File: src/rtl/mul_div_unit.sv
// rtl/mul_div_unit.sv - iterative 32-bit multiply/divide unit with register-file write-back
module mul_div_unit (
    input  logic        clk,
    input  logic        reset,
    input  logic        start,
    input  logic [1:0]  op,
    input  logic [4:0]  rd_addr,
    input  logic [31:0] operand_a,
    input  logic [31:0] operand_b,
    output logic        busy,
    output logic        rg_wrt_en,
    output logic [4:0]  rg_wrt_addr,
    output logic [31:0] rg_wrt_data
);

    localparam logic [1:0] OP_MUL   = 2'b00;
    localparam logic [1:0] OP_MULHU = 2'b01;
    localparam logic [1:0] OP_DIVU  = 2'b10;
    localparam logic [1:0] OP_REMU  = 2'b11;

    typedef enum logic [1:0] {
        IDLE = 2'b00,
        CALC = 2'b01,
        DONE = 2'b10
    } state_t;

    state_t      state;
    state_t      state_nxt;

    // Captured request; never touched again until the next accepted start.
    logic [1:0]  op_q;
    logic [4:0]  rd_q;
    logic [31:0] a_q;
    logic [31:0] b_q;
    logic [4:0]  step_cnt;

    // Shared working register.
    // Multiply: {partial product high, multiplier bits still to consume / product low}.
    // Divide:   {partial remainder, dividend bits still to consume / quotient bits}.
    logic [63:0] work;

    logic        is_div;
    logic        last_step;
    logic [32:0] mul_sum;
    logic [63:0] mul_next;
    logic [32:0] div_shift;
    logic [32:0] div_trial;
    logic [63:0] div_next;
    logic [63:0] work_next;
    logic [31:0] result_next;

    assign is_div    = op_q[1];
    assign last_step = (step_cnt == 5'd31);

    // busy comes straight from the state register so no input reaches an output.
    assign busy = (state != IDLE);

    // One shift-add or restoring shift-subtract iteration, plus result selection.
    always_comb begin
        mul_sum     = 33'd0;
        mul_next    = 64'd0;
        div_shift   = 33'd0;
        div_trial   = 33'd0;
        div_next    = 64'd0;
        work_next   = 64'd0;
        result_next = 32'd0;

        // Multiply: add multiplicand when the current multiplier LSB is set,
        // then shift the whole 65-bit {carry, high, low} right by one.
        mul_sum  = {1'b0, work[63:32]} + (work[0] ? {1'b0, a_q} : 33'd0);
        mul_next = {mul_sum, work[31:1]};

        // Divide: bring the next dividend bit into the remainder and try to
        // subtract. The 33-bit width keeps the bit shifted out of the remainder,
        // so bit 32 of the trial is a clean borrow flag. A zero divisor never
        // borrows, which yields an all-ones quotient and remainder == dividend.
        div_shift = {work[63:32], work[31]};
        div_trial = div_shift - {1'b0, b_q};
        if (!div_trial[32]) begin
            div_next = {div_trial[31:0], work[30:0], 1'b1};
        end else begin
            div_next = {div_shift[31:0], work[30:0], 1'b0};
        end

        work_next = is_div ? div_next : mul_next;

        case (op_q)
            OP_MUL:   result_next = work_next[31:0];
            OP_MULHU: result_next = work_next[63:32];
            OP_DIVU:  result_next = work_next[31:0];
            OP_REMU:  result_next = work_next[63:32];
            default:  result_next = 32'd0;
        endcase
    end

    // State register with synchronous active-low reset.
    always_ff @(posedge clk) begin
        if (!reset) begin
            state <= IDLE;
        end else begin
            state <= state_nxt;
        end
    end

    // Next-state logic: accept in IDLE, 32 iterations in CALC, single-cycle DONE.
    always_comb begin
        state_nxt = state;
        case (state)
            IDLE: begin
                if (start) begin
                    state_nxt = CALC;
                end
            end
            CALC: begin
                if (last_step) begin
                    state_nxt = DONE;
                end
            end
            DONE: begin
                state_nxt = IDLE;
            end
            default: begin
                state_nxt = IDLE;
            end
        endcase
    end

    // Operand capture, iteration datapath and registered write-back port.
    always_ff @(posedge clk) begin
        if (!reset) begin
            op_q        <= 2'd0;
            rd_q        <= 5'd0;
            a_q         <= 32'd0;
            b_q         <= 32'd0;
            step_cnt    <= 5'd0;
            work        <= 64'd0;
            rg_wrt_en   <= 1'b0;
            rg_wrt_addr <= 5'd0;
            rg_wrt_data <= 32'd0;
        end else begin
            // Write-back fields are only non-zero for the single DONE cycle.
            rg_wrt_en   <= 1'b0;
            rg_wrt_addr <= 5'd0;
            rg_wrt_data <= 32'd0;
            case (state)
                IDLE: begin
                    if (start) begin
                        op_q     <= op;
                        rd_q     <= rd_addr;
                        a_q      <= operand_a;
                        b_q      <= operand_b;
                        step_cnt <= 5'd0;
                        work     <= op[1] ? {32'd0, operand_a} : {32'd0, operand_b};
                    end
                end
                CALC: begin
                    work     <= work_next;
                    step_cnt <= step_cnt + 5'd1;
                    if (last_step) begin
                        rg_wrt_en   <= (rd_q != 5'd0);
                        rg_wrt_addr <= rd_q;
                        rg_wrt_data <= result_next;
                    end
                end
                default: begin
                end
            endcase
        end
    end

endmodule

File: config.mk
export PLATFORM = sky130hd
export DESIGN_NAME = mul_div_unit
export DESIGN_NICKNAME = d
export VERILOG_FILES = /design/src/rtl/mul_div_unit.sv
export SDC_FILE = /design/constraint.sdc
export NUM_CORES = 1
export LEC_CHECK = 0
export CAP_MARGIN = 20
export CELL_PAD_IN_SITES_DETAIL_PLACEMENT = 1
export CELL_PAD_IN_SITES_GLOBAL_PLACEMENT = 1
export CORE_MARGIN = 10
export CORE_UTILIZATION = 40
export CTS_BUF_LIST = sky130_fd_sc_hd__clkbuf_16
export DETAILED_ROUTE_END_ITERATION = 10
export GPL_ROUTABILITY_DRIVEN = 0
export GPL_TIMING_DRIVEN = 0
export PLACE_DENSITY_LB_ADDON = 0.1
export SLEW_MARGIN = 20
export SYNTH_ARGS = -nofsm -noshare
export SYNTH_HDL_FRONTEND = slang
export SYNTH_SLANG_ARGS = --single-unit
File: constraint.sdc
create_clock -name clk -period 3.5 [get_ports clk]
set_input_delay 1.05 -clock clk [delete_from_list [all_inputs] [get_ports clk]]
set_output_delay 1.05 -clock clk [all_outputs]
set_load 0.1 [all_outputs]
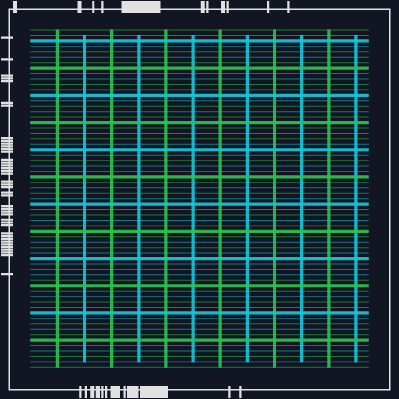
Run 1: supply network
Scale: 2 px per µm. Pins as bars on the die edge.
| net | colour |
|---|---|
| VDD | cyan |
| VSS | green |
met5 straps: 12
met4 straps: 12

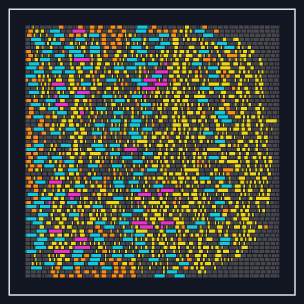
Run 1: cell classes on the final placement
Scale: 1.5 px per µm. Fill, decap, tap and diode cells in grey.
| class | colour | cells |
|---|---|---|
| sequential cells | cyan | 180 |
| clock drivers and dummy loads | magenta | 32 |
| combinational and other logic | yellow | 1172 |
| remaining buffers and delay cells | orange | 213 |

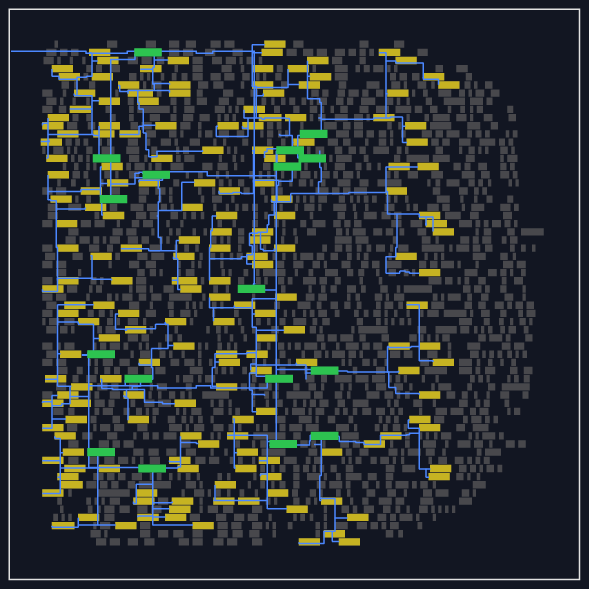
Run 1: clock network drawn from the DEF
Scale: 3 px per µm.
[clock drivers] green | count: 17
[clock wires] blue | length: 2480 µm
[flip-flops] yellow | count: 180
routed clock nets: 18

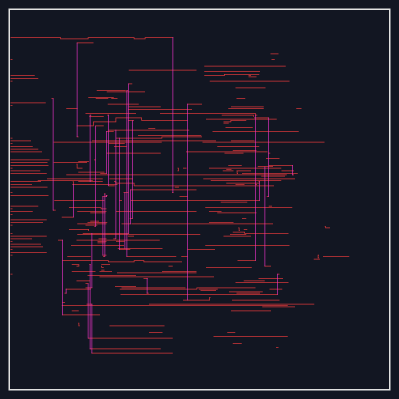
Run 1: routed metal, one colour a layer
Scale: 2 px per µm. Only two layers are drawn.
| layer | colour | wire length |
|---|---|---|
| metal 4 | magenta | 1210 µm |
| metal 3 | red | 4010 µm |

==> results_tabular.tex, run 1 <==
% Yosys + OpenROAD metrics
\begin{tabular}{lr}
\hline
Metric & Value \\
\hline
\multicolumn{2}{l}{\textbf{STA}} \\
\quad Slew at the pin with the worst max-slew slack & 1171 ps \\
\quad Fmax & 281.3 MHz \\
\quad Number of max-slew violations in the final report & 0 \\
\quad Post-route setup TNS & -120.9 ps \\
\quad Worst path setup slack after routing & -54.34 ps \\
\quad Maximum clock skew at final layout & 10.52 ps \\
\quad Final Setup Violations & 3 \\
\quad Number of hold-slack violations in the final timing report & 0 \\
\quad Minimum period implied by the final worst setup slack & 3554 ps \\
\quad Worst-case hold slack & 454.5 ps \\
\multicolumn{2}{l}{\textbf{Final layout}} \\
\quad Final antenna diode count & 0 \\
\quad Fraction of layout cells with a size suffix above 1 & 8.579\% \\
\quad Post-synthesis to final-layout area growth & 23.95\% \\
\quad Top logic cell by instance count in the layout & sky130\_fd\_sc\_hd\_\_nand2\_1 \\
\quad Final instance count without filler cells & 1981 \\
\quad Final nets & 1726 \\
\quad Area occupied by multi-input gates & 7737 µm² \\
\quad Sequential Area & 3615 µm² \\
\multicolumn{2}{l}{\textbf{Setup path}} \\
\quad Type of the setup path with the least slack & primary input to register \\
\quad CP Data Arrival Time & 3950 ps \\
\quad Critical path cell sequence & clkbuf\_1, inv\_2, nor2\_2, nand2\_1, clkbuf\_1, nor2\_2, o21ai\_0, a21oi\_1, or2\_2 \\
\quad CP Capture Type & register \\
\quad Sort of element at the start of the critical path & primary input \\
\multicolumn{2}{l}{\textbf{Synth}} \\
\quad Sequential cell area fraction in the yosys report & 31.34\% \\
\quad Net Count, Synth & 1582 \\
\quad Yosys warns & 0 \\
\quad Largest combinational cell category by area & AND-OR/OR-AND gates \\
\quad Synth Flop Type & sky130\_fd\_sc\_hd\_\_dfxtp\_1 \\
\quad Yosys Chip Area & 11500 µm² \\
\quad Post-synthesis cell area & 11500 µm² \\
\quad AND-OR/OR-AND Cells, Area Fraction & 26.53\% \\
\quad Synth async-reset ratio & 0\% \\
\quad Gate count of the mapped netlist & 1440 \\
\quad Library cells used by synthesis & 72 \\
\quad Multiplexer share & 7.084\% \\
\quad Cell total in the yosys stat output & 1440 \\
\multicolumn{2}{l}{\textbf{Routing}} \\
\quad Residual DRC & 0 \\
\quad Wire length per cell after detailed routing & 25.36 µm \\
\quad Aggregate routed wire length & 50240 µm \\
\quad Total number of vias & 11740 \\
\quad Routed vias/inst & 5.925 \\
\quad Number of iterations in the first detailed-routing pass & 5 \\
\multicolumn{2}{l}{\textbf{Clocking}} \\
\quad Number of buffers inserted during clock tree synthesis & 17 \\
\quad Clock sinks & 180 \\
\quad CTS hold repair buffers & 0 \\
\quad Maximum buffer depth of the clock tree & 2 \\
\quad Htree depth & 4 \\
\quad Worst-skew pair later-pin latency & 450 ps \\
\quad Clock tree from TritonCTS & done \\
\quad Clock tree root driver cell & sky130\_fd\_sc\_hd\_\_clkbuf\_16 \\
\quad Clock slew at reported path FFs & 70 ps \\
\multicolumn{2}{l}{\textbf{Place}} \\
\quad HPWL reported at the end of detailed placement & 39280 µm \\
\quad Placed inst area & 13080 µm² \\
\quad Setup WS pre-CTS & -916.1 ps \\
\quad Number of cells after detailed placement & 1934 \\
\multicolumn{2}{l}{\textbf{GRT}} \\
\quad Global Route Usage Sum & 27.13\% \\
\quad Wire length of the first global-routing pass & 74020 µm \\
\quad Busiest grt layer & met2 \\
\quad GR Util met3 & 5.877\% \\
\quad Initial antenna violation count & 0 \\
\quad Met1 demand-to-capacity share in global routing & 35.89\% \\
\quad Met2 routing resource usage after global routing & 43.36\% \\
\multicolumn{2}{l}{\textbf{Floorplan}} \\
\quad Height of the die & 189.5 µm \\
\quad Effective utilization at floorplan & 40.28\% \\
\quad Die W & 189.5 µm \\
\quad \# rows & 62 \\
\quad Boundary Pins & 113 \\
\multicolumn{2}{l}{\textbf{Pwr}} \\
\quad Power Total & 0.005884 W \\
\quad Cell-internal power & 0.003932 W \\
\quad Group with the largest share of power & sequential cells \\
\quad Power density normalized to cell area & 412.8 nW/µm² \\
\quad Switching Power & 0.001952 W \\
\quad Proportion of total power due to net switching & 33.17\% \\
\quad Comb pwr share & 26.7\% \\
\quad Power consumed by the clock network & 0.00207 W \\
\multicolumn{2}{l}{\textbf{Run}} \\
\quad Warning total across the stage logs & 27 \\
\quad Max capacitance violation total & 0 \\
\multicolumn{2}{l}{\textbf{Hold path}} \\
\quad Type of the tightest min-delay check & register to register \\
\multicolumn{2}{l}{\textbf{Status}} \\
\quad Status & finished with violations \\
\quad Violated checks & negative setup slack \\
\hline
\end{tabular}
==> run 1: routing by layer <==
metal / up-vias / part of all wire (%)
met1: 5772 / 44
met5: - / 0
li1: 5465 / -
met2: 423 / 45
met3: 77 / 8.0
met4: 0 / 2.4
==> run 1: state kept, by name (all words and copies together), names as in the netlist, 2 cells and up <==
signal / count
step_cnt: 5
rd_q: 5
a_q: 32
work: 64
rg_wrt_addr: 5
b_q: 32
rg_wrt_data: 32
op_q: 2
state: 2
==> run 1: synth_stat cells (all sizes together), types with 19 or more instances <==
library cell | instances | area [µm²]
nand2 | 258 | 968.4
dfxtp | 180 | 3603
a21oi | 133 | 673.2
mux2i | 78 | 780.8
clkbuf | 72 | 270.3
ha | 66 | 825.8
nor2 | 59 | 221.5
and2 | 55 | 344.1
o21ai | 53 | 265.3
inv | 49 | 183.9
a21o | 35 | 262.8
xnor2 | 28 | 245.2
a21boi | 22 | 165.2
a31oi | 22 | 137.6
nor3 | 21 | 121.4
xor2 | 21 | 183.9
a22oi | 20 | 150.1
nand3 | 19 | 95.09
nor2b | 19 | 118.9
o311a | 19 | 190.2
==> run 1: final timing paths <==
check | to | startpoint | cells past startpoint
setup / recovery | rg_wrt_data[6] | reset | 9
hold reg to reg | a_q[14] | a_q[14] | 2
hold / removal | a_q[14] | a_q[14] | 2
setup reg to reg | rg_wrt_data[19] | work[31] | 15
==> run 1: area by class of cell <==
type,instances,share of cell area [%]
plain buffers,86,2.572
clock buffers,17,2.985
clock inverters,15,1.317
inverters,49,1.308
multi-input cells,1123,54.29
flip-flops and latches,180,25.36
well taps,384,3.371
repair buffers,127,8.796
==> run 1: repair_timing <==
item,CTS,global route
buffers inserted,9,8
resized,50,47
pin swaps,12,28
endpoints found under the setup margin,65,50
## Run 2: what changed since run 1
CORE_MARGIN = default   (was 10)
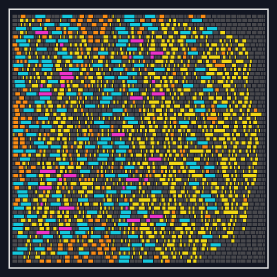
Run 2: cell classes on the final placement
Scale: 1.5 px per µm. Fill, decap, tap and diode cells in grey.
| class | colour | cells |
|---|---|---|
| remaining buffers and delay cells | orange | 215 |
| combinational and other logic | yellow | 1172 |
| sequential cells | cyan | 180 |
| clock drivers and dummy loads | magenta | 31 |

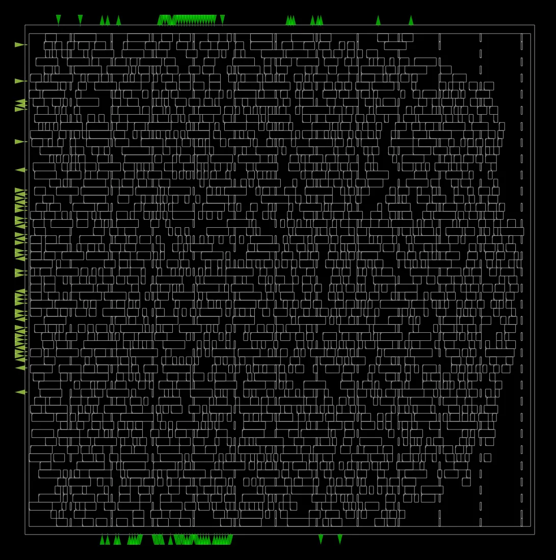
Run 2: placement view
total number of tap cells: 378
post-layout util: 50.86%

==> results_tabular.tex, run 2 <==
% Yosys + OpenROAD metrics
\begin{tabular}{lr}
\hline
Metric & Value \\
\hline
\multicolumn{2}{l}{\textbf{Setup path}} \\
\quad CP Capture Type & register \\
\quad CP Data Arrival Time & 3840 ps \\
\quad Worst flop-to-flop path startpoint & work[31] \\
\quad Sort of element at the start of the critical path & register \\
\quad First element of the critical path & work[31] \\
\multicolumn{2}{l}{\textbf{Place}} \\
\quad Setup WS pre-CTS & -1036 ps \\
\multicolumn{2}{l}{\textbf{Pwr}} \\
\quad Comb pwr share & 27.3\% \\
\quad Proportion of total power due to net switching & 34.15\% \\
\quad Group with the largest share of power & sequential cells \\
\multicolumn{2}{l}{\textbf{Clocking}} \\
\quad Clock tree from TritonCTS & done \\
\quad Number of buffers inserted during clock tree synthesis & 17 \\
\quad Worst-skew pair later-pin latency & 460 ps \\
\multicolumn{2}{l}{\textbf{STA}} \\
\quad Number of hold-slack violations in the final timing report & 0 \\
\quad Maximum clock skew at final layout & 10.32 ps \\
\quad Worst-case hold slack & 454.1 ps \\
\quad Minimum period implied by the final worst setup slack & 3499 ps \\
\quad Final Setup Violations & 0 \\
\multicolumn{2}{l}{\textbf{Synth}} \\
\quad Multiplexer share & 7.084\% \\
\quad Leading cell types by count after synthesis & sky130\_fd\_sc\_hd\_\_nand2\_1, sky130\_fd\_sc\_hd\_\_dfxtp\_1, sky130\_fd\_sc\_hd\_\_a21oi\_1 \\
\quad Yosys warns & 0 \\
\quad Sequential cell area fraction in the yosys report & 31.34\% \\
\quad AND-OR/OR-AND Cells, Area Fraction & 26.53\% \\
\quad Post-synthesis cell area & 11500 µm² \\
\quad Max-area cell share & 31.34\% \\
\quad Cell with the most instances after synthesis & sky130\_fd\_sc\_hd\_\_nand2\_1 \\
\quad Net Count, Synth & 1582 \\
\quad Yosys Chip Area & 11500 µm² \\
\quad Biggest area contributors in the synthesized netlist & sky130\_fd\_sc\_hd\_\_dfxtp\_1, sky130\_fd\_sc\_hd\_\_nand2\_1, sky130\_fd\_sc\_hd\_\_ha\_1 \\
\multicolumn{2}{l}{\textbf{Floorplan}} \\
\quad Effective utilization at floorplan & 41.05\% \\
\quad Boundary Pins & 113 \\
\quad Height of the die & 171.5 µm \\
\quad Die W & 171.5 µm \\
\multicolumn{2}{l}{\textbf{Final layout}} \\
\quad Max FFs per register & 64 \\
\quad Fraction of layout cells with a size suffix above 1 & 9.011\% \\
\quad Final instance count without filler cells & 1976 \\
\quad Final nets & 1728 \\
\multicolumn{2}{l}{\textbf{Routing}} \\
\quad Aggregate routed wire length & 49050 µm \\
\quad Routed vias/inst & 5.960 \\
\multicolumn{2}{l}{\textbf{GRT}} \\
\quad Global Route Usage Sum & 33.88\% \\
\multicolumn{2}{l}{\textbf{Status}} \\
\quad Status & finished, final reports clean \\
\multicolumn{2}{l}{\textbf{Run}} \\
\quad Warning total across the stage logs & 27 \\
\multicolumn{2}{l}{\textbf{Hold path}} \\
\quad Type of the tightest min-delay check & register to register \\
\hline
\end{tabular}
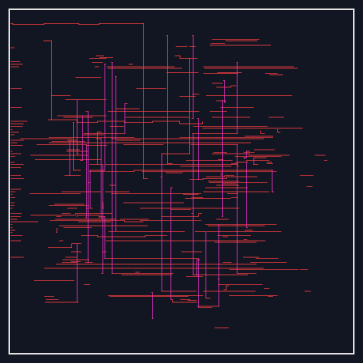
Run 2: routed metal, one colour a layer
Scale: 2 px per µm. Only two layers are drawn.
| layer | colour | wire length |
|---|---|---|
| metal 4 | magenta | 1470 µm |
| metal 3 | red | 3940 µm |

run 2: path summary, 6_finish.rpt:
kind | to | cells after the start
max reg2reg | rg_wrt_data[19] | 15
min | a_q[25] | 2
max | rg_wrt_data[19] | 15
min reg2reg | a_q[25] | 2
run 2: layer usage:
metal	GRT usage, %	vias up	part of all wire (%)
met4	12.77	0	3.0
met2	52.31	465	44
met5	0	-	0
met3	7.340	88	8.0
li1	-	5471	-
met1	45.93	5752	45
run 2: repair_timing:
item / in CTS / in global routing
buffers inserted: 11 / 9
pin swaps: 11 / 20
resized: 55 / 48
setup endpoints to repair: 65 / 42
run 2: area by class of cell:
cell class / count / area [µm²]
Buffer: 85 / 370.4
Clock buffer: 17 / 425.4
Clock inverter: 14 / 138.9
Fill cell: 3413 / 13760
Inverter: 49 / 186.4
Multi-Input combinational cell: 1123 / 7775
Sequential cell: 180 / 3611
Tap cell: 378 / 473.0
Timing Repair Buffer: 130 / 1267
run 2: worst max-delay path: stages, from the launching register on:
cell,delay [ps]
sky130_fd_sc_hd__dfxtp_2,340
sky130_fd_sc_hd__inv_4,90
sky130_fd_sc_hd__ha_4,140
sky130_fd_sc_hd__inv_1,50
sky130_fd_sc_hd__fa_2,360
sky130_fd_sc_hd__a21o_1,200
sky130_fd_sc_hd__a21oi_4,210
sky130_fd_sc_hd__o21a_4,170
sky130_fd_sc_hd__o311ai_4,150
sky130_fd_sc_hd__and4_4,280
sky130_fd_sc_hd__or3_4,390
sky130_fd_sc_hd__buf_12,160
sky130_fd_sc_hd__buf_6,150
sky130_fd_sc_hd__o211ai_1,280
sky130_fd_sc_hd__o2111ai_2,240
sky130_fd_sc_hd__o31ai_2,160
## Run 3: what changed since run 2
CORE_UTILIZATION = 44   (was 40)
==> results_tabular.tex, run 3 <==
% Yosys + OpenROAD metrics
\begin{tabular}{lr}
\hline
Metric & Value \\
\hline
\multicolumn{2}{l}{\textbf{Place}} \\
\quad HPWL reported at the end of detailed placement & 37360 µm \\
\multicolumn{2}{l}{\textbf{Setup path}} \\
\quad Type of the setup path with the least slack & register to register \\
\quad Worst path slowest cell & sky130\_fd\_sc\_hd\_\_or3\_4 \\
\quad Most frequent cell on the critical path & sky130\_fd\_sc\_hd\_\_buf\_8 \\
\quad Crit path largest cell delay & 410 ps \\
\multicolumn{2}{l}{\textbf{Final layout}} \\
\quad Plain + repair buffers & 213 \\
\quad Fraction of layout cells with a size suffix above 1 & 9.017\% \\
\quad Number of flip-flops and latches & 180 \\
\quad Post-layout util & 55.68\% \\
\quad Fraction of area in multi-input gates & 54.64\% \\
\quad Multi-input combinational cell count & 1123 \\
\quad Final nets & 1726 \\
\multicolumn{2}{l}{\textbf{Synth}} \\
\quad Leading cell types by count after synthesis & sky130\_fd\_sc\_hd\_\_nand2\_1, sky130\_fd\_sc\_hd\_\_dfxtp\_1, sky130\_fd\_sc\_hd\_\_a21oi\_1 \\
\quad Post-synthesis cell area & 11500 µm² \\
\quad Multiplexer share & 7.084\% \\
\quad Cell with the most instances after synthesis & sky130\_fd\_sc\_hd\_\_nand2\_1 \\
\quad Net Count, Synth & 1582 \\
\multicolumn{2}{l}{\textbf{Clocking}} \\
\quad Clock sinks & 180 \\
\quad Maximum buffer depth of the clock tree & 2 \\
\quad Clock tree from TritonCTS & done \\
\quad Worst-skew pair later-pin latency & 450 ps \\
\quad Number of buffers inserted during clock tree synthesis & 17 \\
\quad CTS hold repair buffers & 0 \\
\multicolumn{2}{l}{\textbf{Pwr}} \\
\quad Power density normalized to cell area & 408.9 nW/µm² \\
\multicolumn{2}{l}{\textbf{STA}} \\
\quad Minimum period implied by the final worst setup slack & 3493 ps \\
\quad Slew at the pin with the worst max-slew slack & 1149 ps \\
\quad Number of hold-slack violations in the final timing report & 0 \\
\quad Fmax & 286.3 MHz \\
\quad Final Setup Violations & 0 \\
\multicolumn{2}{l}{\textbf{Routing}} \\
\quad Residual DRC & 0 \\
\quad Total number of vias & 11930 \\
\multicolumn{2}{l}{\textbf{Run}} \\
\quad Max capacitance violation total & 0 \\
\multicolumn{2}{l}{\textbf{Hold path}} \\
\quad Type of the tightest min-delay check & register to register \\
\multicolumn{2}{l}{\textbf{Floorplan}} \\
\quad Die W & 163.7 µm \\
\quad Boundary Pins & 113 \\
\multicolumn{2}{l}{\textbf{Status}} \\
\quad Status & finished, final reports clean \\
\hline
\end{tabular}
run 3: netlist changes by cell type in the layout (fill, tap and decap cells not counted), moves of 3 or more:
cell                         previous run  this run
sky130_fd_sc_hd__ha_1                  60        57
sky130_fd_sc_hd__inv_8                  0         3
sky130_fd_sc_hd__dfxtp_2                3         6
sky130_fd_sc_hd__clkinvlp_4             4         1
sky130_fd_sc_hd__dfxtp_1              176       173
sky130_fd_sc_hd__a21oi_1              124       127
sky130_fd_sc_hd__buf_6                  4         1
sky130_fd_sc_hd__clkinv_8               0         4
sky130_fd_sc_hd__a21oi_2                8         4
sky130_fd_sc_hd__inv_6                  1         5
run 3: metal layers:
| layer | GRT usage, % | up-vias | wire [µm] |
|---|---|---|---|
| met4 | 12.50 | 0 | 1427 |
| met2 | 57.80 | 515 | 21670 |
| met3 | 6.425 | 99 | 3670 |
| li1 | - | 5456 | - |
| met1 | 49.57 | 5859 | 21730 |
| met5 | 0 | - | 0 |
run 3: path summary, 6_finish.rpt:
kind	start	end	slack, ps	depth (start not counted)
setup / recovery	work[31]	rg_wrt_data[21]	7	15
hold / removal	b_q[3]	b_q[3]	460	2
setup reg to reg	work[31]	rg_wrt_data[21]	7	15
hold reg to reg	b_q[3]	b_q[3]	460	2
run 3: stage by stage:
stage | hold WS [ps] | cells
2_1_floorplan | 414.5 | 1440
3_3_place_gp | 436.5 | 1880
3_5_place_dp | 448.1 | 1880
4_1_cts | 458.9 | 1922
5_1_grt | 477.8 | 1927
6_report | 457.1 | 1927
run 3: report_power, final:
group	leakage, nW	switching, W	internal (W)
clock network	0.286	0.00101	0.000960
registers	1.47	0.0000995	0.00215
logic	4.03	0.000971	0.000593
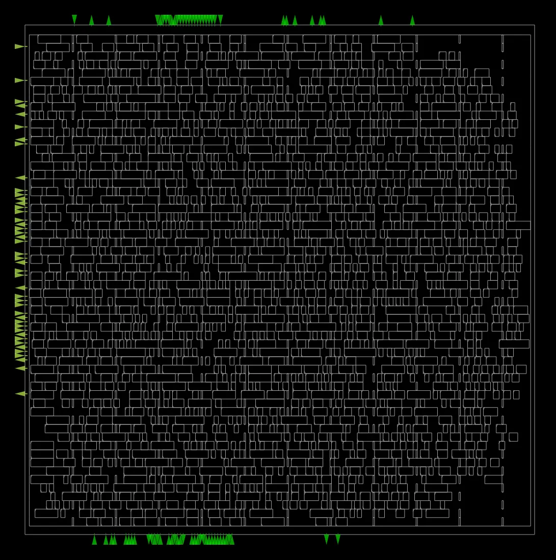
Run 3: placement view
filler cell count: 3119
total number of tap cells: 330
register fraction of the total cell area: 25.56%
# rows: 58
area of the core region: 25400 µm²

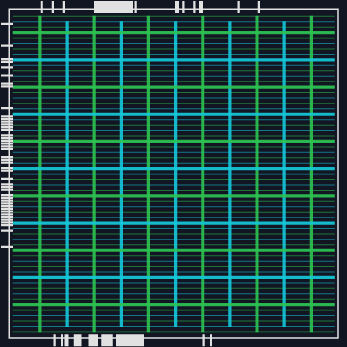
Run 3: supply network
Scale: 2 px per µm. Pins as bars on the die edge.
| net | colour |
|---|---|
| VSS | green |
| VDD | cyan |
signal pins: 113
rows: 58
met1 rails: 59

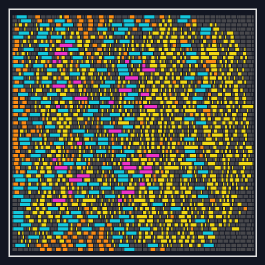
Run 3: cell classes on the final placement
Scale: 1.5 px per µm. Fill, decap, tap and diode cells in grey.
| class | colour | cells |
|---|---|---|
| remaining buffers and delay cells | orange | 213 |
| clock drivers and dummy loads | magenta | 32 |
| combinational and other logic | yellow | 1172 |
| sequential cells | cyan | 180 |

No activity file was given, so power comes from the tool's default toggle rates.
